**Run 1: routed metal, one colour a layer**

Bar = 20 um.
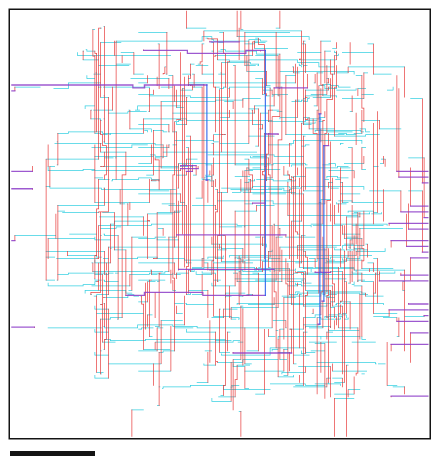
**Run 1: routing congestion**

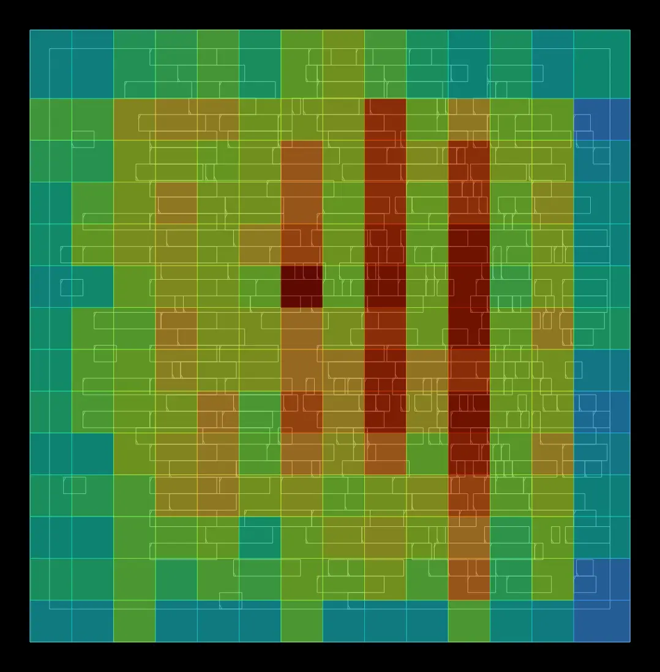
**Run 1: clock distribution**

Bar = 20 um.
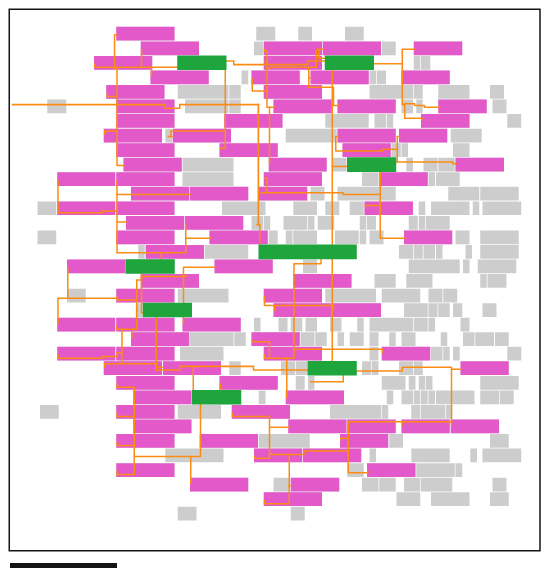
==> src/rtl/vc_circ_fifo.sv <==
// rtl/vc_circ_fifo.sv - multi-VC circular flit FIFO with wrap-bit pointers and per-VC occupancy
// Optional first-word fall-through read path: define VC_FIFO_FWFT_EN.
module vc_circ_fifo #(
    parameter int DATA_W       = 8,
    parameter int FIFO_DEPTH_W = 2,
    parameter int VC_NUM       = 2,
    parameter int VC_W         = 1,
    parameter int ID           = 0
) (
    input  logic                             clk_i,
    input  logic                             rst_ni,
    input  logic                             wr_en_i,
    input  logic [VC_W-1:0]                  wr_vc_i,
    input  logic [DATA_W-1:0]                data_i,
    input  logic                             rd_en_i,
    input  logic [VC_W-1:0]                  rd_vc_i,
    output logic [DATA_W-1:0]                data_o,
    output logic                             valid_o,
    output logic [VC_NUM-1:0]                full_o,
    output logic [VC_NUM-1:0]                empty_o,
    output logic [VC_NUM*(FIFO_DEPTH_W+1)-1:0] count_o,
    output logic                             overflow_o,
    output logic                             underflow_o
);

    localparam int PW    = FIFO_DEPTH_W + 1;
    localparam int DEPTH = 2 ** FIFO_DEPTH_W;
    localparam logic [VC_W:0] VC_LIM = VC_NUM[VC_W:0];

    // ID only tags the instance for debug; it has no effect on hardware.
    if (ID < 0) begin : g_neg_id
    end

    logic [PW-1:0]     wr_ptr [VC_NUM];
    logic [PW-1:0]     rd_ptr [VC_NUM];
    logic [DATA_W-1:0] mem    [VC_NUM][DEPTH];

    logic [VC_NUM-1:0] full_v;
    logic [VC_NUM-1:0] empty_v;
    logic              wr_sel_ok;
    logic              rd_sel_ok;
    logic              wr_ok;
    logic              rd_ok;
    logic [DATA_W-1:0] head;

    for (genvar v = 0; v < VC_NUM; v++) begin : g_vc_status
        assign empty_v[v] = (wr_ptr[v] == rd_ptr[v]);
        assign full_v[v]  = (wr_ptr[v][PW-2:0] == rd_ptr[v][PW-2:0]) &&
                            (wr_ptr[v][PW-1] != rd_ptr[v][PW-1]);
        assign count_o[v*PW +: PW] = wr_ptr[v] - rd_ptr[v];
    end

    assign full_o  = full_v;
    assign empty_o = empty_v;

    assign wr_sel_ok = ({1'b0, wr_vc_i} < VC_LIM);
    assign rd_sel_ok = ({1'b0, rd_vc_i} < VC_LIM);
    assign head      = mem[rd_vc_i][rd_ptr[rd_vc_i][PW-2:0]];

    // A full VC still takes a write when the same VC is popped this cycle.
    always_comb begin
        rd_ok = 1'b0;
        wr_ok = 1'b0;
        if (rd_en_i && rd_sel_ok)
            rd_ok = !empty_v[rd_vc_i];
        if (wr_en_i && wr_sel_ok)
            wr_ok = !full_v[wr_vc_i] || (rd_ok && (rd_vc_i == wr_vc_i));
    end

    always_ff @(posedge clk_i) begin
        if (wr_ok)
            mem[wr_vc_i][wr_ptr[wr_vc_i][PW-2:0]] <= data_i;
    end

`ifdef VC_FIFO_FWFT_EN
    assign data_o  = head;
    assign valid_o = rd_sel_ok && !empty_v[rd_vc_i];
`else
    logic [DATA_W-1:0] data_q;
    logic              valid_q;

    always_ff @(posedge clk_i or negedge rst_ni) begin
        if (!rst_ni) begin
            data_q  <= '0;
            valid_q <= 1'b0;
        end else begin
            valid_q <= rd_ok;
            if (rd_ok)
                data_q <= head;
        end
    end

    assign data_o  = data_q;
    assign valid_o = valid_q;
`endif

    always_ff @(posedge clk_i or negedge rst_ni) begin
        if (!rst_ni) begin
            for (int v = 0; v < VC_NUM; v++) begin
                wr_ptr[v] <= '0;
                rd_ptr[v] <= '0;
            end
            overflow_o  <= 1'b0;
            underflow_o <= 1'b0;
        end else begin
            if (wr_ok)
                wr_ptr[wr_vc_i] <= wr_ptr[wr_vc_i] + PW'(1);
            if (rd_ok)
                rd_ptr[rd_vc_i] <= rd_ptr[rd_vc_i] + PW'(1);
            overflow_o  <= wr_en_i && !wr_ok;
            underflow_o <= rd_en_i && !rd_ok;
        end
    end

endmodule

==> config.mk <==
export PLATFORM = sky130hd
export DESIGN_NAME = vc_circ_fifo
export DESIGN_NICKNAME = d
export VERILOG_FILES = /design/src/rtl/vc_circ_fifo.sv
export SDC_FILE = /design/constraint.sdc
export NUM_CORES = 1
export LEC_CHECK = 0
export CAP_MARGIN = 15
export CORE_AREA = 3 3 96 98
export CTS_BUF_LIST = sky130_fd_sc_hd__clkbuf_16
export CTS_CLUSTER_SIZE = 16
export DETAILED_ROUTE_END_ITERATION = 8
export DIE_AREA = 0 0 99 101
export SYNTH_ARGS = -nofsm -noshare
export SYNTH_HDL_FRONTEND = slang
export SYNTH_SLANG_ARGS = --single-unit
==> constraint.sdc <==
create_clock -name clk_i -period 2.7 [get_ports clk_i]
set_clock_uncertainty 0.05 [all_clocks]
set_input_delay 0.54 -clock clk_i [delete_from_list [all_inputs] [get_ports clk_i]]
set_output_delay 0.54 -clock clk_i [all_outputs]
set_load 0.1 [all_outputs]
==> results.tsv, run 1 <==
metric	value	unit
rsz0062_at_grt	no	
cts_root_buffer	clkbuf_16	
cp-end-kind	output pin	
drive_gt1_share	23.4	%
yosysUniqueCellTypes	35	
fin_crit	2.44	ns
cts_resized	0	
via_per_inst	5.16	
cts_max_path_buffers	2	
cp_slowest_cell	fa_1	
worst-setup-path-type	reg2out	
syn_nets	251	
fin_nets	298	
lay_top_cells	edfxtp_1, dfrtp_1, buf_4, inv_1, nand2_1	
antenna_left	0	
outcome	finished, final reports clean	
worst_hold_slack	0.477	ns
area_delta_synth_final	24.1	%
yosysTopAreaCell	edfxtp_1	
crit_chain	inv_1 -> ha_1 -> fa_1 -> xnor2_2 -> buf_12	
antenna_found_initial	0	
flop_cell	edfxtp_1	
final_max_slew_viol_count	0	
detail_route.iter0.violations	105	
worst_slew_pin_slew	0.502	ns
## Picture notes: 'routed metal, one colour a layer'
colour	layer	wire length
cyan	met1	3,130 um
red	met2	3,880 um
blue	met4	167 um
purple	met3	346 um
drt wl/cell: 19.5 um
final WL: 7520 um
total track usage: 16.4%
Vias: 1,993

## Picture notes: 'routing congestion'
M2 GR Usage: 28.3%
Finished Core Util: 54.2%
grt met3 use: 4.36%
global route hottest layer: met2
met1 GRT Util: 19.8%

## Picture notes: 'clock distribution'
[magenta] flip-flops | count: 87
[green] cells driving clock nets | count: 9
[orange] clock wires | length: 955 um
routed clock nets	10
clk ins delay skew pair: 0.33 ns

==> run 1: sequential cells by signal (all words and copies together), names as in the netlist <==
register     count
data_o           8
valid_o          1
mem             64
wr_ptr           6
overflow_o       1
underflow_o      1
rd_ptr           6
==> run 1: metal layers <==
metal	GRT usage (%)	vias up	routed length (um)
met5	0	-	0
met4	5.88	0	166
met3	4.36	10	346
met2	28.3	56	3870
met1	19.8	992	3130
li1	-	935	-
==> run 1: cells by family (layout without fill, tap and decap cells) <==
kind of cell | count (synthesis) | count (layout) | synth area share (%)
mux | 18 | 18 | 11.4
flops | 87 | 87 | 66.9
compound gates | 24 | 24 | 4.49
fa+ha+maj | 11 | 11 | 4.09
simple gates | 51 | 51 | 6.77
buf+inv | 23 | 75 | 3.18
xor+xnor | 12 | 12 | 3.22
==> run 1: metrics by stage <==
| step | cell area, um^2 | cells | setup slack [ns] | util [%] |
|---|---|---|---|---|
| 2_1_floorplan | 3750 | 226 | 0.00254 | - |
| 3_3_place_gp | 4330 | 370 | 0.153 | 50.6 |
| 3_5_place_dp | 4330 | 370 | 0.0963 | 50.6 |
| 4_1_cts | 4630 | 386 | 0.240 | 54.2 |
| 5_1_grt | 4630 | 386 | 0.203 | 54.2 |
| 6_report | 4630 | 386 | 0.258 | 54.2 |
==> run 1: path summary, 6_finish.rpt <==
| kind | cells after the start | to | from | slack (ns) |
|---|---|---|---|---|
| max in group asynchronous | 2 | rd_ptr[3] | rst_ni | 1.81 |
| min reg2reg | 1 | rd_ptr[2] | rd_ptr[2] | 0.48 |
| min | 1 | rd_ptr[2] | rd_ptr[2] | 0.48 |
| max reg2reg | 5 | mem[1][21] | rd_ptr[1] | 0.54 |
| min in group asynchronous | 2 | overflow_o | rst_ni | 0.52 |
| max | 5 | count_o[5] | wr_ptr[0] | 0.26 |
==> run 1: cell type report <==
class	count	area, um^2	area share [%]
sequential	87	2500	53.9
timing repair buffer	45	508	11.0
inverter	14	52.6	1.13
clock buffer	9	225	4.86
clock inverter	7	82.6	1.78
tap	108	135	2.92
multi-input combinational	116	1130	24.4
==> run 2, diff against run 1 <==
--- a/config.mk
+++ b/config.mk
@@ -11,6 +11,7 @@
 export CTS_CLUSTER_SIZE = 16
 export DETAILED_ROUTE_END_ITERATION = 8
 export DIE_AREA = 0 0 99 101
+export RECOVER_POWER = 100
 export SYNTH_ARGS = -nofsm -noshare
 export SYNTH_HDL_FRONTEND = slang
 export SYNTH_SLANG_ARGS = --single-unit
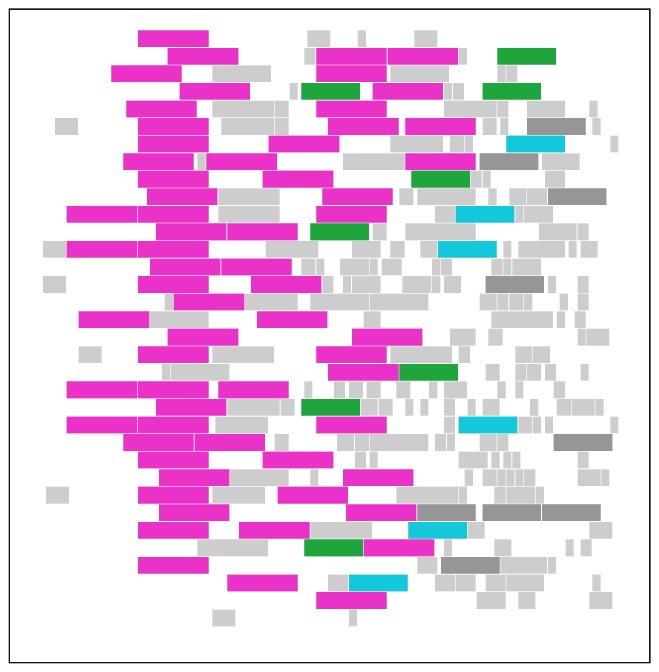
**Above:** run 2 (sequential cells grouped by signal name).
Other sequential cells in the stronger grey, the rest of the logic in the fainter grey.
colour	signal	flops
magenta	mem	64
cyan	wr_ptr	6
green	data_o	8
not coloured	9
Finished Core Util: 51.4%

==> run 2 against run 1 <==
  * Critical path depth stayed put
  * Die size stayed put
  * First-iteration DRC count fell by 0.95%
  * Sequential share of layout area increased by 2.9 points
  * Worst hold slack gained 0.0019 ns
  * Routed wire length increased by 0.52%
==> results.tsv, run 2 <==
metric	value	unit	change
outcome	finished, final reports clean		
wirelength	7560	um	+0.52%
clk-insertion-delay-late	0.33	ns	about the same
worst-setup-path-type	reg2out		
placed_area	0.00433	mm^2	unchanged
yosysUniqueCellTypes	35		unchanged
final_max_slew_viol_count	0		unchanged
syn_nets	251		unchanged
wl_per_cell	19.6	um	+0.52%
largest_reg_flops	64		unchanged
rsz0062_at_grt	no		
drive_gt1_share	16.2	%	-7.2 points
worst_slew_pin_slew	1.39	ns	+0.883 ns
area_delta_synth_final	17.7	%	
crit_chain	inv_1 -> ha_1 -> fa_1 -> xnor2_2 -> clkbuf_4		
detail_route.iter0.violations	104		-0.95%
cp_slowest_cell	fa_1		
grtUsageTotal	16.4	%	unchanged
flop_cell	edfxtp_1		
antenna_left	0		unchanged
cts_resized	0		unchanged
fin_crit	2.52	ns	+0.0751 ns
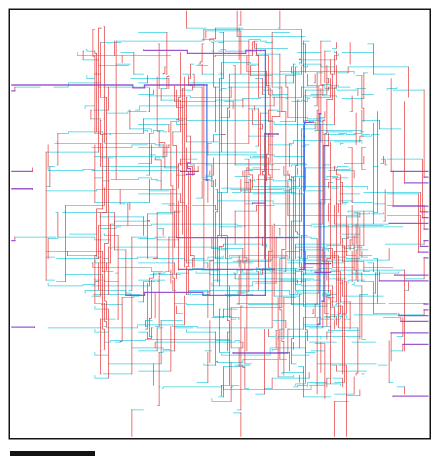
**Above:** run 2 (routed metal, one colour a layer).
Bar = 20 um.
colour	layer	wire length
cyan	met1	3,230 um
red	met2	3,810 um
purple	met3	322 um
blue	met4	200 um

run 2: per-stage QoR:
| step | utilization [%] | std cells | setup WS (ns) | hold slack, ns |
|---|---|---|---|---|
| global placement | 50.6 | 370 | 0.153 | 0.460 |
| CTS | 54.2 | 386 | 0.240 | 0.479 |
| floorplan | - | 226 | 0.00254 | 0.194 |
| finish | 51.4 | 386 | 0.183 | 0.479 |
| global route | 51.4 | 386 | 0.122 | 0.511 |
| detailed placement | 50.6 | 370 | 0.0963 | 0.471 |
run 2: kinds of logic after synthesis:
group / Yosys count / share of synthesized area (%)
simple gates: 51 / 6.77
mux: 18 / 11.4
xor+xnor: 12 / 3.22
compound gates: 24 / 4.49
buf+inv: 23 / 3.18
fa+ha+maj: 11 / 4.09
flops: 87 / 66.9
run 2: worst max-delay path, delay by kind of cell, from the launching register on:
kind	cells	cell delay, ns
XOR/XNOR	1	0.16
adder cells (fa/ha/maj)	2	0.62
buffers and inverters	2	0.43
flip-flops	1	0.39
run 2: final cells by class:
class | count | area (um^2)
clock buffers | 9 | 225
inverters | 14 | 52.6
multi-input cells | 116 | 1100
clock inverters | 7 | 82.6
fillers | 707 | 4160
flip-flops and latches | 87 | 2500
well taps | 108 | 135
repair buffers | 45 | 298
run 2: path summary, 6_finish.rpt:
kind	from	to	slack, ns	cells after the start
worst max-delay path	wr_ptr[0]	count_o[5]	0.18	5
worst min-delay path	rd_ptr[2]	rd_ptr[2]	0.48	1
worst max register to register	wr_ptr[0]	mem[1][31]	0.41	5
worst min register to register	rd_ptr[2]	rd_ptr[2]	0.48	1
max in group asynchronous	rst_ni	rd_ptr[3]	0.78	2
min in group asynchronous	rst_ni	overflow_o	1.00	2
run 2: routing by layer:
layer | GRT usage, % | wire length (um) | part of all wire (%) | vias up
li1 | - | - | - | 932
met2 | 28.3 | 3810 | 50 | 55
met1 | 19.8 | 3230 | 43 | 992
met5 | 0 | 0 | 0 | -
met4 | 5.88 | 199 | 2.6 | 0
met3 | 4.36 | 322 | 4.3 | 12
